<file path="config.mk">
export PLATFORM = sky130hd
export DESIGN_NAME = speck_decrypt_core
export DESIGN_NICKNAME = d
export VERILOG_FILES = /design/src/rtl/speck_pkg.sv /design/src/rtl/speck_dec_round.sv /design/src/rtl/speck_decrypt_core.sv
export SDC_FILE = /design/constraint.sdc
export NUM_CORES = 1
export LEC_CHECK = 0
export ABC_CLOCK_PERIOD_IN_PS = 4940
export CORE_MARGIN = 4
export CORE_UTILIZATION = 30
export CTS_CLUSTER_SIZE = 14
export DETAILED_ROUTE_END_ITERATION = 8
export GPL_TIMING_DRIVEN = 1
export SYNTH_ARGS = -nofsm -noshare
export SYNTH_HDL_FRONTEND = slang
export SYNTH_SLANG_ARGS = --single-unit
export TNS_END_PERCENT = 30
</file>
<file path="constraint.sdc">
create_clock -name clk -period 4.94 [get_ports clk]
set_clock_uncertainty 0.2 [all_clocks]
set_input_delay 0.741 -clock clk [delete_from_list [all_inputs] [get_ports clk]]
set_output_delay 0.741 -clock clk [all_outputs]
set_load 0.05 [all_outputs]
</file>
<file path="src/rtl/speck_pkg.sv">
`default_nettype none
// ============================================================================
// Module      : speck_pkg
// Description : Shared constants, FSM state type, round-key file type and
//               16-bit rotate helpers for the SPECK32/64 decryption core.
// Revision    : 1.0 - initial release
// ============================================================================
package speck_pkg;

  localparam int WORD_W = 16;
  localparam int ROUNDS = 22;
  localparam int ALPHA  = 7;
  localparam int BETA   = 2;

  // Round counter holds 0..ROUNDS-1
  localparam int CNT_W = 5;
  localparam logic [CNT_W-1:0] KEYEXP_LAST = CNT_W'(ROUNDS - 2);
  localparam logic [CNT_W-1:0] DEC_FIRST   = CNT_W'(ROUNDS - 1);

  typedef logic [WORD_W-1:0] word_t;
  typedef word_t rk_file_t [ROUNDS];

  typedef enum logic [1:0] {
    IDLE   = 2'd0,
    KEYEXP = 2'd1,
    DEC    = 2'd2,
    OUT    = 2'd3
  } state_t;

  function automatic word_t rol(input word_t v, input int unsigned s);
    return (v << s) | (v >> (WORD_W - s));
  endfunction

  function automatic word_t ror(input word_t v, input int unsigned s);
    return (v >> s) | (v << (WORD_W - s));
  endfunction

endpackage
`default_nettype wire

</file>
<file path="src/rtl/speck_dec_round.sv">
`default_nettype none
// ============================================================================
// Module      : speck_dec_round
// Description : One combinational SPECK32/64 inverse round:
//               y' = ROR(x ^ y, BETA); x' = ROL((x ^ rk) - y', ALPHA)
// Revision    : 1.0 - initial release
// ============================================================================
module speck_dec_round
  import speck_pkg::*;
(
  input  logic [WORD_W-1:0] x,
  input  logic [WORD_W-1:0] y,
  input  logic [WORD_W-1:0] rk,
  output logic [WORD_W-1:0] x_next,
  output logic [WORD_W-1:0] y_next
);

  logic [WORD_W-1:0] w_y;

  // Undo the y update first, then use it to undo the modular add on x
  always_comb begin
    w_y    = ror(x ^ y, BETA);
    x_next = rol((x ^ rk) - w_y, ALPHA);
    y_next = w_y;
  end

endmodule
`default_nettype wire

</file>
<file path="src/rtl/speck_decrypt_core.sv">
`default_nettype none
// ============================================================================
// Module      : speck_decrypt_core
// Description : SPECK32/64 block decryption. Accepts key/ciphertext, expands
//               round keys forward (21 cycles), then runs 22 inverse rounds
//               in reverse key order and presents the plaintext.
//               Optional macro SPECK_DEC_KEY_CACHE_EN keeps the expanded key
//               file and lets key_reuse skip key expansion.
// Revision    : 1.0 - initial release
// ============================================================================
module speck_decrypt_core
  import speck_pkg::*;
(
  input  logic        clk,
  input  logic        reset_n,
  input  logic [63:0] key,
  input  logic [31:0] ct,
  input  logic        in_valid,
  output logic        in_ready,
  output logic [31:0] pt,
  output logic        out_valid,
  input  logic        out_ready,
  output logic        busy,
  input  logic        key_reuse
);

  state_t            r_state;
  state_t            w_next_state;
  logic [CNT_W-1:0]  r_cnt;
  logic [WORD_W-1:0] r_x;
  logic [WORD_W-1:0] r_y;
  logic [WORD_W-1:0] r_kcur;
  logic [WORD_W-1:0] r_l0;
  logic [WORD_W-1:0] r_l1;
  logic [WORD_W-1:0] r_l2;
  rk_file_t          r_rk;

  logic              w_accept;
  logic              w_skip_kexp;
  logic [WORD_W-1:0] w_l_new;
  logic [WORD_W-1:0] w_knext;
  logic [WORD_W-1:0] w_rk_dec;
  logic [WORD_W-1:0] w_x_next;
  logic [WORD_W-1:0] w_y_next;

  assign w_accept = in_valid && (r_state == IDLE);

`ifdef SPECK_DEC_KEY_CACHE_EN
  logic r_rk_valid;

  // Cached-key flag: dropped when a new expansion starts, set once it completes
  always_ff @(posedge clk or negedge reset_n) begin
    if (!reset_n) begin
      r_rk_valid <= 1'b0;
    end else if (w_accept && !w_skip_kexp) begin
      r_rk_valid <= 1'b0;
    end else if (r_state == KEYEXP && w_next_state == DEC) begin
      r_rk_valid <= 1'b1;
    end
  end

  assign w_skip_kexp = key_reuse && r_rk_valid;
`else
  logic w_unused_key_reuse;
  assign w_unused_key_reuse = key_reuse;
  assign w_skip_kexp        = 1'b0;
`endif

  // Key-schedule step for round index r_cnt; l[i] is the head of the l queue
  assign w_l_new  = (r_kcur + ror(r_l0, ALPHA)) ^ WORD_W'(r_cnt);
  assign w_knext  = rol(r_kcur, BETA) ^ w_l_new;
  assign w_rk_dec = r_rk[r_cnt];

  speck_dec_round u_round (
    .x      (r_x),
    .y      (r_y),
    .rk     (w_rk_dec),
    .x_next (w_x_next),
    .y_next (w_y_next)
  );

  // State register
  always_ff @(posedge clk or negedge reset_n) begin
    if (!reset_n) begin
      r_state <= IDLE;
    end else begin
      r_state <= w_next_state;
    end
  end

  // Next-state logic
  always_comb begin
    w_next_state = r_state;
    case (r_state)
      IDLE:   if (w_accept) w_next_state = w_skip_kexp ? DEC : KEYEXP;
      KEYEXP: if (r_cnt == KEYEXP_LAST) w_next_state = DEC;
      DEC:    if (r_cnt == '0) w_next_state = OUT;
      OUT:    if (out_ready) w_next_state = IDLE;
      default: w_next_state = IDLE;
    endcase
  end

  // Output decode; pt is forced to zero outside OUT so stale data never leaks
  always_comb begin
    in_ready  = (r_state == IDLE);
    out_valid = (r_state == OUT);
    busy      = (r_state != IDLE);
    pt        = (r_state == OUT) ? {r_x, r_y} : 32'h0;
  end

  // Datapath: capture on accept, step the key schedule, then inverse rounds
  always_ff @(posedge clk or negedge reset_n) begin
    if (!reset_n) begin
      r_cnt  <= '0;
      r_x    <= '0;
      r_y    <= '0;
      r_kcur <= '0;
      r_l0   <= '0;
      r_l1   <= '0;
      r_l2   <= '0;
    end else begin
      case (r_state)
        IDLE: begin
          if (w_accept) begin
            r_x <= ct[31:16];
            r_y <= ct[15:0];
            if (w_skip_kexp) begin
              r_cnt <= DEC_FIRST;
            end else begin
              r_cnt  <= '0;
              r_kcur <= key[15:0];
              r_l0   <= key[31:16];
              r_l1   <= key[47:32];
              r_l2   <= key[63:48];
            end
          end
        end
        KEYEXP: begin
          // At the last step this lands on DEC_FIRST naturally
          r_cnt  <= r_cnt + CNT_W'(1);
          r_kcur <= w_knext;
          r_l0   <= r_l1;
          r_l1   <= r_l2;
          r_l2   <= w_l_new;
        end
        DEC: begin
          r_x <= w_x_next;
          r_y <= w_y_next;
          if (r_cnt != '0) r_cnt <= r_cnt - CNT_W'(1);
        end
        default: ;
      endcase
    end
  end

  // Round-key file: no reset needed, always written before it is read
  always_ff @(posedge clk) begin
    if (w_accept && !w_skip_kexp) begin
      r_rk[0] <= key[15:0];
    end else if (r_state == KEYEXP) begin
      r_rk[r_cnt + CNT_W'(1)] <= w_knext;
    end
  end

endmodule
`default_nettype wire
</file>
Run 1, a small window of the routed layout:
Window x 189 to 219, y 53 to 83 um. Cells in gray, sequential cells in the stronger gray; small squares are vias.
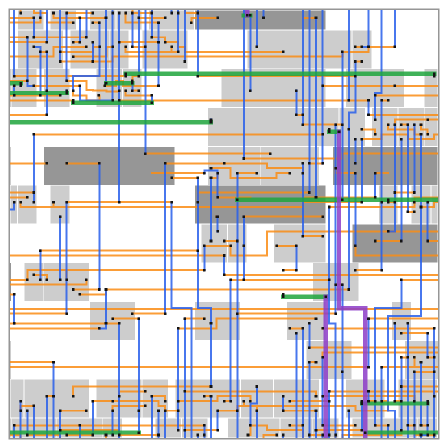
| color | layer |
|---|---|
| orange | met1 |
| blue | met2 |
| purple | met4 |
| green | met3 |
most frequent: a21oi_1 (7), nand2_1 (7)
netlist names of flops here include: r_kcur (4), r_cnt (1)
cells with their middle in the window: 64
sequential cells in the window: 5

Run 1, clock wires, drivers and flops:
Bar = 100 um.
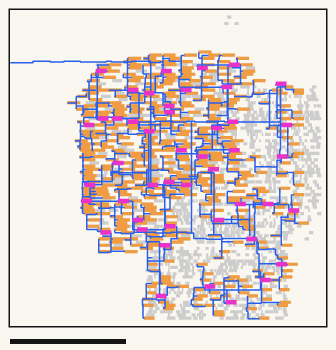
[blue] clock wires | length: 5570 um
[magenta] cells driving clock nets | count: 46
[orange] flip-flops | count: 455
routed clock nets: 47
worst skew pair latency: 0.58 ns

Run 1, the clock network:
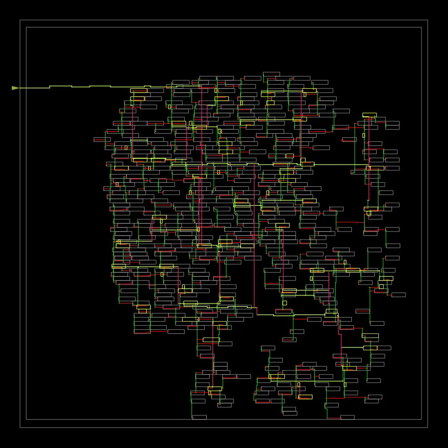
Num CTS Buffers: 46
# clk buffers: 61

Run 1, sequential cells grouped by signal name:
Bar = 100 um. Other sequential cells in the stronger gray, the rest of the logic in the fainter gray.
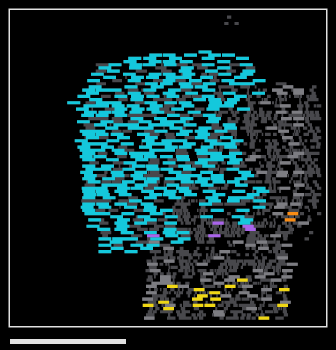
| color | signal | flops |
|---|---|---|
| orange | r_state | 2 |
| purple | r_cnt | 5 |
| cyan | r_rk | 352 |
| yellow | r_l2 | 16 |
not colored: 80
Seq. cell area: 13200 sq um
Seq/total area: 52.7%
post-layout util: 36.3%

==> flow_metrics.env, run 1 <==
# implementation run metrics
export IMPL_cp_arrival_ns=4.98
export IMPL_hold_path_class="in2async"
export IMPL_vias=12400
export IMPL_reg2reg_from="r_cnt[0]$_DFFE_PN0P_"
export IMPL_clockBufferDepth=3
export IMPL_lay_top_cells="edfxtp_1 (352), clkdlybuf4s50_1 (133), nand2_1 (119)"
export IMPL_rrSetupSlack_ns=0.22
export IMPL_comb_share_pct=29.2
export IMPL_detailed_place_hpwl_um=34100
export IMPL_finalCriticalPeriod_ns=4.72
export IMPL_yosysTopAreaCell="edfxtp_1"
export IMPL_critPathMaxFanout=13
export IMPL_comb_multi_input_count=886
export IMPL_gr_usage_all_layers_pct=13.9
export IMPL_grt_start_max_net_pins=76
export IMPL_fin_nets=1735
export IMPL_status="completed"
export IMPL_r2r_cells=13
export IMPL_via_per_inst=4.84
export IMPL_dieArea_sq_um=73600
export IMPL_drc=0
export IMPL_drive_gt1_share_pct=14.4
export IMPL_warnings=36
export IMPL_dieHeight_um=271
export IMPL_n_fill_cell=6584
export IMPL_synthTopCellsByArea="edfxtp_1 (51%), dfrtp_1 (12%), mux4_2 (9.5%)"
export IMPL_io_buffers=134
export IMPL_drtPass1Iterations=5
export IMPL_yosysWarnings=0
export IMPL_slew_headroom_pct=19.3
export IMPL_synth_distinct_cells=61
export IMPL_max_cap_violations=0
export IMPL_numSynthFlops=455
export IMPL_use_met1_pct=18.9
export IMPL_final_cell_area_sq_um=25000
export IMPL_holdWs_ns=0.0865
export IMPL_core_rowCount=96
export IMPL_path_clk_slew_ns=0.06
export IMPL_yosys_cells=1438
export IMPL_tns_ns=0
export IMPL_rsz0062_at_grt="no"
export IMPL_pin_count=136
export IMPL_wl_met1_um=23200
export IMPL_crit_start="r_cnt[0]$_DFFE_PN0P_"
export IMPL_cp_endpoint="r_x[5]$_DFFE_PN0P_"
export IMPL_area_growth_pct=20.0
export IMPL_edf_count=352
export IMPL_cts_root_buf="clkbuf_16"
export IMPL_grt_pass1_vias=12500
export IMPL_met3_length_um=2660
export IMPL_final_comb_area_sq_um=7280
export IMPL_crit_path_start_kind="flip-flop"
export IMPL_initCoreUtil_pct=30.3
export IMPL_buffers=187
export IMPL_ys_area_sq_um=20800
export IMPL_post_drt_wl_per_cell_um=20.3
export IMPL_core_sq_um=68700
export IMPL_antenna_left=0
export IMPL_largest_cell_class="sequential cells"
export IMPL_ys_seq_share_pct=63.2
export IMPL_tap_cells=931
export IMPL_bufAreaShareNonClock_pct=7.12
export IMPL_grt_pass1_wl_um=79000
export IMPL_r2r_end="r_x[5]$_DFFE_PN0P_"
export IMPL_synth_top_area_share_pct=50.8
export IMPL_ys_dominant_reg_cell="edfxtp_1"
export IMPL_cts_tree="done"
export IMPL_setup_viol=0
export IMPL_syn_area_per_cell_sq_um=14.5
export IMPL_inverters=15
export IMPL_final_clk_cell_share_pct=6.12
export IMPL_clock_sinks=455
export IMPL_setup_worst_path_class="reg2reg"
export IMPL_drt_iter0_drc=1184
export IMPL_dpl_cell_count=2474
export IMPL_synthCells=1438
export IMPL_antenna_cells=2
export IMPL_grtUsageMet3_pct=2.65
export IMPL_grtUsageMet2_pct=23.2
export IMPL_cts_htree_levels=2
export IMPL_grt_busiest_layer="met2"
export IMPL_place_area_sq_um=23400
export IMPL_post_route_period_util_pct=95.5
export IMPL_gr_total_overflow=0
export IMPL_stdcell_count=2562
export IMPL_met2_length_um=25100
export IMPL_netlist_area_sq_um=20800
export IMPL_place_congestion=0.839
export IMPL_postCtsSetupRepairBufs=0
export IMPL_synth_nets=1582
export IMPL_hold_buffers=0
export IMPL_cp_end_kind="flip-flop"
export IMPL_highest_layer="met4"
export IMPL_synth_async_sr_flop_share_pct=22.6
export IMPL_wl_um=52100
export IMPL_fp_dieW_um=271
export IMPL_slew_violations=0
export IMPL_flops=455
export IMPL_required_ns=5.20
export IMPL_fin_ws_ns=0.222
export IMPL_fmax_ghz=0.212
export IMPL_grt_antenna_before_repair=2
export IMPL_place_ws_ns=0.123
export IMPL_final_common_cell="edfxtp_1"
==> run 1: Yosys cell counts, drive strengths merged, types with 2 or more instances <==
library cell,number
edfxtp,352
nand2,119
o21ai,115
dfrtp,103
nor2,101
a21oi,99
mux4,95
mux2i,81
xnor2,66
clkbuf,55
ha,41
and2,34
buf,27
xor2,18
a21o,16
inv,15
nand3,14
nand2b,9
mux2,8
a211oi,7
a31oi,6
and3,6
nor3,6
o22ai,4
a22o,3
nand3b,3
nor2b,3
o2111ai,3
o31ai,3
a311oi,2
fa,2
nor3b,2
o21a,2
o221ai,2
o41ai,2
==> run 1: repair_timing <==
item / CTS / global route
hold endpoints to repair: 0 / 0
resized: 0 / 1
setup endpoints to repair: 0 / 1
==> run 1: critical path, stage by stage (launching register included) <==
cell and delay [ns]:
dfrtp_4 0.59, buf_4 0.32, mux4_1 0.63, mux4_2 0.52
mux2i_1 0.24, xnor2_1 0.15, ha_1 0.32, nor2b_1 0.17
a311o_1 0.38, a311oi_2 0.38, o21ai_1 0.18, o31ai_2 0.25
xor2_1 0.17, o22ai_1 0.09
==> run 1: registers in the layout, summed over array words and instances, names as in the netlist <==
| signal | cells |
|---|---|
| r_rk | 352 |
| r_kcur | 16 |
| r_l0 | 16 |
| r_l1 | 16 |
| r_l2 | 16 |
| r_x | 16 |
| r_y | 16 |
| r_cnt | 5 |
| r_state | 2 |
==> run 1: cells by family after synthesis <==
kind of cell             count (synthesis)  share of synthesized area (%)
adder cells (fa/ha/maj)                 43                           2.66
multiplexers                           184                           14.7
buffers and inverters                   97                           2.13
AND-OR/OR-AND                          272                           7.38
AND/OR/NAND/NOR                        303                           6.39
flip-flops                             455                           63.2
XOR/XNOR                                84                           3.54
Run 1, drive-strength map:
Bar = 100 um.
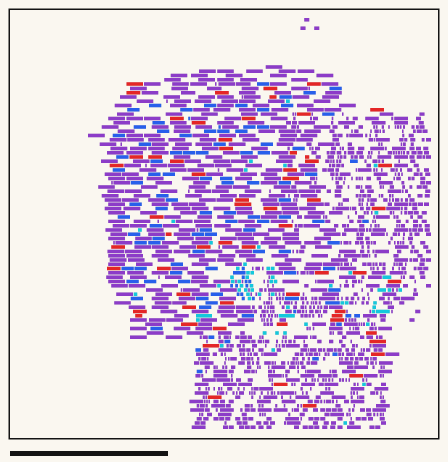

==> run 2, diff against run 1 <==
--- a/config.mk
+++ b/config.mk
@@ -10,7 +10,9 @@
 export CORE_UTILIZATION = 30
 export CTS_CLUSTER_SIZE = 14
 export DETAILED_ROUTE_END_ITERATION = 8
+export DONT_BUFFER_PORTS = 1
 export GPL_TIMING_DRIVEN = 1
+export HOLD_SLACK_MARGIN = 0.06
 export SYNTH_ARGS = -nofsm -noshare
 export SYNTH_HDL_FRONTEND = slang
 export SYNTH_SLANG_ARGS = --single-unit
==> constraint.sdc (replaced) <==
create_clock -name clk -period 4.94 [get_ports clk]
set_clock_uncertainty 0.2 [all_clocks]
set_input_delay 1.235 -clock clk [delete_from_list [all_inputs] [get_ports clk]]
set_output_delay 1.235 -clock clk [all_outputs]
set_load 0.05 [all_outputs]
Run 2, drive-strength map:
Bar = 100 um.
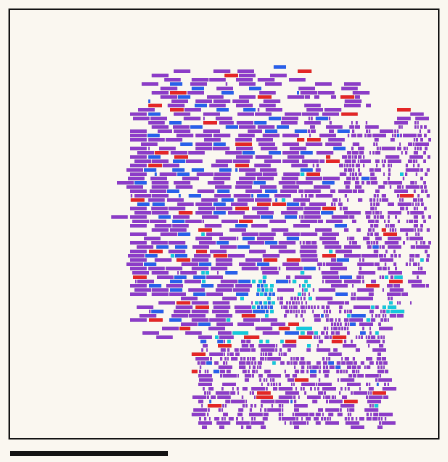
| color | size | cells | most used |
|---|---|---|---|
| red | drive 6 and up | 62 | clkbuf_16 |
| purple | drive 1 or less | 1249 | edfxtp_1 |
| cyan | drive 3 to 4 | 59 | buf_4 |
| blue | drive 2 | 128 | mux4_2 |
fin area: 23700 sq um
final worst setup slack: 0.301 ns
Area growth syn-to-layout: 13.8%
bufs w/o clock: 54

Run 2, clock wires, drivers and flops:
Bar = 100 um.
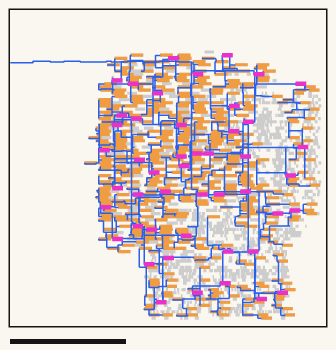
[magenta] cells driving clock nets | count: 47
[orange] flip-flops | count: 455
[blue] clock wires | length: 5660 um
routed clock nets: 48

==> flow_metrics.env, run 2 <==
# implementation run metrics
export IMPL_lay_top_cells="edfxtp_1 (352), nand2_1 (119), o21ai_0 (110)"
export IMPL_rsz0062_at_grt="no"
export IMPL_dieHeight_um=271
export IMPL_detailed_place_hpwl_um=33100
export IMPL_finalCriticalPeriod_ns=4.64
export IMPL_synth_nets=1582
export IMPL_cts_htree_levels=2
export IMPL_wl_met1_um=22200
export IMPL_drc=0
export IMPL_cp_num_buf_inv=0
export IMPL_tightest_slew_ns=1.15
export IMPL_hold_path_class="in2async"
export IMPL_core_rowCount=96
export IMPL_initCoreUtil_pct=30.3
export IMPL_grt_pass1_wl_um=77200
export IMPL_crit_family="AND-OR/OR-AND gates"
export IMPL_n_fill_cell=6593
export IMPL_grtUsageMet2_pct=22.7
export IMPL_cp_end_kind="flip-flop"
export IMPL_post_route_period_util_pct=93.9
export IMPL_syn_area_per_cell_sq_um=14.5
export IMPL_fmax_ghz=0.216
export IMPL_synthAoiAreaFrac_pct=7.38
export IMPL_cts_root_buf="clkbuf_16"
export IMPL_synthCells=1438
export IMPL_simple_gate_area_share_pct=6.39
export IMPL_place_congestion=0.841
export IMPL_pin_count=136
export IMPL_slowest_delay_ns=0.61
export IMPL_synth_xor_xnor_area_share_pct=3.54
export IMPL_path_clk_slew_ns=0.06
export IMPL_vias=12000
export IMPL_clock_sinks=455
export IMPL_clkLatencyLatePin_ns=0.58
export IMPL_netlist_area_sq_um=20800
export IMPL_cts_buffers=47
export IMPL_wl_um=50500
export IMPL_met3_length_um=2770
export IMPL_worst_path_most_repeated_cell="xor2_1"
export IMPL_highest_layer="met5"
export IMPL_antenna_cells=0
export IMPL_setup_worst_path_class="reg2reg"
export IMPL_use_met1_pct=18.6
export IMPL_cp_arrival_ns=4.90
export IMPL_io_buffers=0
export IMPL_post_drt_wl_per_cell_um=20.8
export IMPL_regMostFlops="r_rk"
export IMPL_antenna_left=0
export IMPL_met2_length_um=24500
export IMPL_crit_slowest_cell="mux4_1"
export IMPL_edf_count=352
export IMPL_grt_pass1_vias=12000
export IMPL_core_sq_um=68700
export IMPL_final_common_cell="edfxtp_1"
export IMPL_warnings=38
export IMPL_fp_dieW_um=271
export IMPL_via_per_inst=4.95
export IMPL_critPathMaxFanout=11
export IMPL_synthTopCellsByArea="edfxtp_1 (51%), dfrtp_1 (12%), mux4_2 (9.5%)"
export IMPL_ys_top_logic_family="multiplexers"
export IMPL_drive_gt1_share_pct=16.6
export IMPL_ys_dominant_reg_cell="edfxtp_1"
export IMPL_largest_register_ffs=352
export IMPL_numSynthFlops=455
export IMPL_grtUsageMet3_pct=2.22
export IMPL_synth_distinct_cells=61
export IMPL_required_ns=5.20
export IMPL_critical_path_cell_chain="mux4_1 > mux4_2 > mux2i_1 > xor2_1 > ha_1 > fa_1 > nor2b_1 > o21a_1 > a311o_1 > a311oi_2 > o21ai_1 > o31ai_2 > xor2_1 > o22ai_1"
export IMPL_grt_busiest_layer="met2"
export IMPL_slew_violations=0
export IMPL_ys_area_sq_um=20800
export IMPL_regArea_sq_um=13200
export IMPL_tns_ns=0
export IMPL_synth_top_area_share_pct=50.8
export IMPL_cts_tree="done"
export IMPL_yosysTopAreaCell="edfxtp_1"
export IMPL_yosys_cells=1438
export IMPL_mux_area_share_pct=14.7
export IMPL_gr_usage_all_layers_pct=13.6
export IMPL_status="completed"
export IMPL_synth_most_common_cell="edfxtp_1"
export IMPL_drtPass1Iterations=5
export IMPL_synth_async_sr_flop_share_pct=22.6
export IMPL_ys_seq_share_pct=63.2
export IMPL_fin_nets=1603
export IMPL_gr_total_overflow=0
export IMPL_final_comb_area_sq_um=7290
export IMPL_slew_headroom_pct=23.4
export IMPL_fa_ha_area_share_pct=2.66
export IMPL_dieArea_sq_um=73600
export IMPL_yosysWarnings=0
export IMPL_netlist_top_cells_count="edfxtp_1 (352), nand2_1 (119), o21ai_0 (110), dfrtp_1 (103), nor2_1 (101)"
export IMPL_grt_antenna_before_repair=1
export IMPL_hold_viol_final=0
export IMPL_clockBufferDepth=3
export IMPL_hold_buffers=0
export IMPL_crit_path_start_kind="flip-flop"
export IMPL_grt_start_max_net_pins=104
export IMPL_drt_iter0_drc=1010
export IMPL_max_cap_violations=0
export IMPL_setup_viol=0
-- run 2: netlist changes by cell type in the layout (fill, tap and decap cells not counted), sizes merged --
cell	before	now
clkinv	14	19
inv	17	20
clkbuf	61	56
diode	2	0
clkdlybuf4s50	133	0
bufinv	5	4
-- run 2: area by class of cell --
type | instances | share of cell area [%]
sequential | 455 | 55.6
tap | 931 | 4.92
timing repair buffer | 54 | 2.01
clock buffer | 56 | 5.15
multi-input combinational | 886 | 30.8
inverter | 15 | 0.238
clock inverter | 32 | 1.31
-- run 2: per-stage QoR --
step / utilization, % / setup slack (ns) / hold slack [ns] / std cells / cell area (sq um)
2_1_floorplan: - / 0.714 / 0.250 / 1438 / 20800
3_3_place_gp: 32.2 / 0.179 / 0.262 / 2336 / 22100
3_5_place_dp: 32.2 / 0.0986 / 0.270 / 2336 / 22100
4_1_cts: 34.4 / 0.0859 / 0.104 / 2424 / 23600
5_1_grt: 34.5 / 0.0542 / 0.112 / 2429 / 23700
6_report: 34.5 / 0.301 / 0.140 / 2429 / 23700
-- run 2: final timing paths --
kind                                       from             endpoint  slack (ns)  depth (start not counted)
max                        r_cnt[0]$_DFFE_PN0P_   r_x[5]$_DFFE_PN0P_        0.30                         14
min in group clk            r_l1[1]$_DFFE_PN0P_  r_l1[1]$_DFFE_PN0P_        0.28                          2
max in group asynchronous               reset_n  r_x[12]$_DFFE_PN0P_        4.22                          0
min reg2reg                 r_l1[1]$_DFFE_PN0P_  r_l1[1]$_DFFE_PN0P_        0.28                          2
min                                     reset_n  r_l1[5]$_DFFE_PN0P_        0.14                          0
max reg2reg                r_cnt[0]$_DFFE_PN0P_   r_x[5]$_DFFE_PN0P_        0.30                         14
-- run 2: timing repair --
item                       4_1_cts  5_1_grt
buffers inserted                 0        5
setup endpoints to repair        0        1
resized                          0        1
